Figure 1. Sequential cells colored by netlist name.
Scale bar: 20 µm.
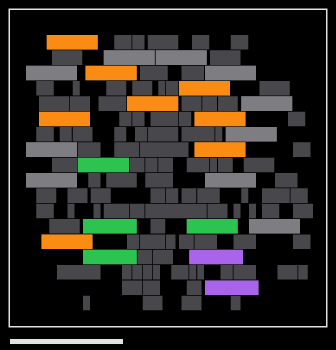
Figure 2. Close-up of the layout.
Region (26, 0) to (56, 30) µm. Cells in gray, sequential cells in the stronger gray; small squares are vias.
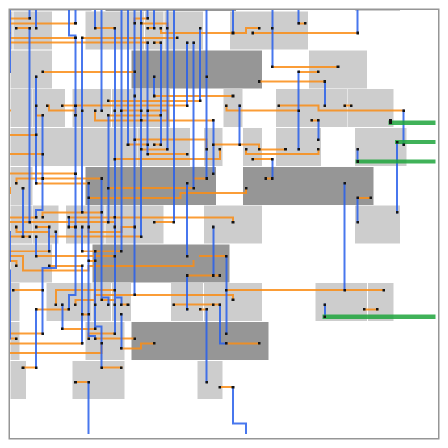
==> config.mk <==
export PLATFORM = sky130hd
export DESIGN_NAME = uart_rx_deser_p
export DESIGN_NICKNAME = d
export VERILOG_FILES = /design/src/rtl/uart_rx_pkg.sv /design/src/rtl/uart_bit_counter.sv /design/src/rtl/uart_rx_deser_p.sv
export SDC_FILE = /design/constraint.sdc
export NUM_CORES = 1
export LEC_CHECK = 0
export CAP_MARGIN = 25
export CELL_PAD_IN_SITES_DETAIL_PLACEMENT = 0
export CELL_PAD_IN_SITES_GLOBAL_PLACEMENT = 1
export CORE_MARGIN = 2
export CORE_UTILIZATION = 43
export CTS_BUF_LIST = sky130_fd_sc_hd__clkbuf_8
export CTS_CLUSTER_DIAMETER = 30
export DETAILED_ROUTE_END_ITERATION = 12
export PLACE_DENSITY = 0.82
export RECOVER_POWER = 50
export SETUP_SLACK_MARGIN = 0.5
export SLEW_MARGIN = 20
export SYNTH_ARGS = -nofsm -noshare
export SYNTH_HDL_FRONTEND = slang
export SYNTH_SLANG_ARGS = --single-unit
==> constraint.sdc <==
create_clock -name CLK -period 1.85 [get_ports CLK]
set_clock_uncertainty 0.15 [all_clocks]
set_input_delay 0.185 -clock CLK [delete_from_list [all_inputs] [get_ports CLK]]
set_output_delay 0.185 -clock CLK [all_outputs]
set_load 0.01 [all_outputs]
==> Slide: Implementation Results <==
Run Summary

Clocking
  – CTS Buf Count: 3
  – Worst skew pair latency: 0.26 ns
  – Root buffer cell: clkbuf_8
  – Clk sink count: 24
  – Clk slew on worst S/H paths: 0.08 ns
  – CTS tree: done
  – # H-tree levels: 1

Global routing
  – Vias in the first global route: 858
  – Met1 Use GR: 0.194
  – GRT Max-Usage Layer: met2
  – Total grt overflow: 0
  – All-Layer GR Usage: 0.155
  – Initial antenna violation count: 0

Finish
  – # fillers: 218
  – ANT cells: 0
  – Logic area: 608 µm²
  – Fin area: 0.00160 mm²
  – Most numerous logic cells after layout: dfrtp_1 (20), mux2i_1 (11), dlygate4sd2_1 (10)
  – Final Non-Filler Cells: 156
  – Highest-count logic cell in the final layout: dfrtp_1
  – # nets final: 136

Floorplan
  – Ports: 20
  – Core Rows: 18
  – Die X: 56.0 µm
  – Chip area: 0.00314 mm²

Synthesis
  – Seq cells post-synth: 24
  – Post-synth EDFFs: 0
  – Yosys cell count: 99
  – Yosys chip area: 0.00116 mm²
  – Synth Seq Share: 0.516
  – Ys flop type: dfrtp_1
  – Synth cell types: 29
  – Syn_area_per_cell: 11.8 µm²
  – Synth async-reset ratio: 1.00
  – Post-Syn Area: 0.00116 mm²
  – Post-Syn Instances: 99

Critical path
  – CP Launch Type: register
  – Max incr delay on CP: 0.37 ns
  – Worst Path Max Fanout: 8
  – Crit-path most repeated cell: buf_6
  – Critical path type: reg -> reg
  – Critical path capture point type: register
  – Worst path depth: 5
  – CP Data Required Time: 1.85 ns
  – Critical path data arrival time: 1.47 ns
  – Worst r2r path cells: 5
  – R2r setup slk: 0.38 ns
  – Delay-heaviest family, CP: flip-flops
  – Worst-path cell chain: buf_6 -> nand2_1 -> nor2b_2 -> buf_6 -> mux2_4

Placed design
  – Placement Setup Slack: 0.126 ns
  – Cell Area, Placed: 0.00136 mm²
  – DP Cell Count: 144
  – Final HPWL DP: 1470 µm
  – GPL Wtd Cong: 0.799

Final timing
  – Fmax: 0.683 GHz
  – Post-layout min period: 1.47 ns
  – Worst hold slack: 0.293 ns
  – Setup Total Neg Slack: 0 ns
  – Worst-margin pin slew: 0.601 ns
  – Setup WS post-layout: 0.385 ns
  – Worst slew margin: 0.599
  – RSZ-0062 raised after global routing: true
  – Hold Vio Cnt, Final: 0
  – Max-slew violation count: 0
  – Period utilization: 0.792

Job
  – OpenROAD warning count: 30

Outcome
  – Status: finished, final reports clean

Pwr
  – Internal: 0.858 mW
  – Pwr Total: 1.08 mW
  – Switching share of power: 0.206
  – Sequential cell fraction of total power: 0.495
  – Clk pwr share: 0.421
  – Comb power frac: 0.084
  – Psw: 0.223 mW

Route
  – Remaining DRCs: 0
  – Wirelength per Cell: 16.2 µm
  – WL final: 2520 µm
  – Vias per cell: 5.45
  – First-pass DRT Iterations: 4
  – Initial DRC count: 12

Worst hold path
  – Worst min path class: in -> async
Notes on Figure 1 above:
- orange: `shift_q` (sequential cells 8)
- green: `u_bit_counter.cnt` (sequential cells 4)
- purple: `state` (sequential cells 2)
register area: 606 µm²
final core occ: 0.632

Notes on Figure 2 above:
- green: metal 3
- orange: metal 1
- blue: metal 2
- cells with their middle in the window: 42
- sequential cells in the window: 5
- most frequent: buf_6 (5)

logic make-up after synthesis:
family | count (synthesis) | synth area share
other | 1 | 0.00322
and+or+nand+nor | 43 | 0.230
AOI/OAI and AO/OA | 4 | 0.0247
buffers and inverters | 7 | 0.0440
DFF | 24 | 0.516
adders and majority gates | 1 | 0.0107
muxes | 19 | 0.172
final cells by class:
type / instances / area share
Multi-Input combinational cell: 68 / 0.381
Sequential cell: 24 / 0.380
Timing Repair Buffer: 29 / 0.169
Clock buffer: 3 / 0.0259
Tap cell: 30 / 0.0235
Clock inverter: 1 / 0.0188
Inverter: 1 / 0.00235
routing by layer:
layer	vias up	routed length, µm
met4	0	0
met2	12	1270
li1	398	-
met1	440	1190
met5	-	0
met3	0	56
cell usage after synthesis, drive strengths merged, types with 2 or more instances:
cell type / instances / area (µm²)
and4bb: 3 / 37.5
nor2b: 2 / 12.5
buf: 6 / 47.5
nand2b: 4 / 25.0
nand3b: 2 / 15.0
nand2: 18 / 67.6
nor2: 3 / 11.3
nand3: 2 / 10.0
mux2: 8 / 90.1
dfrtp: 24 / 601
nand4: 2 / 27.5
mux2i: 11 / 110
power by group through the flow:
stage,registers (mW),logic [mW],clock network (mW)
after detailed placement,0.545,0.0684,0
final,0.535,0.0906,0.456
after global routing,0.536,0.0988,0.486
after global placement,0.544,0.0665,0
after CTS,0.534,0.0729,0.466
after floorplan,0.542,0.0366,0
what timing repair did:
item,CTS,global route
setup buffers,2,6
endpoints found under the hold margin,0,0
setup endpoints to repair,29,22
pin swaps,2,4
cloned,0,0
resized,24,30
No activity file was given, so power comes from the tool's default toggle rates.
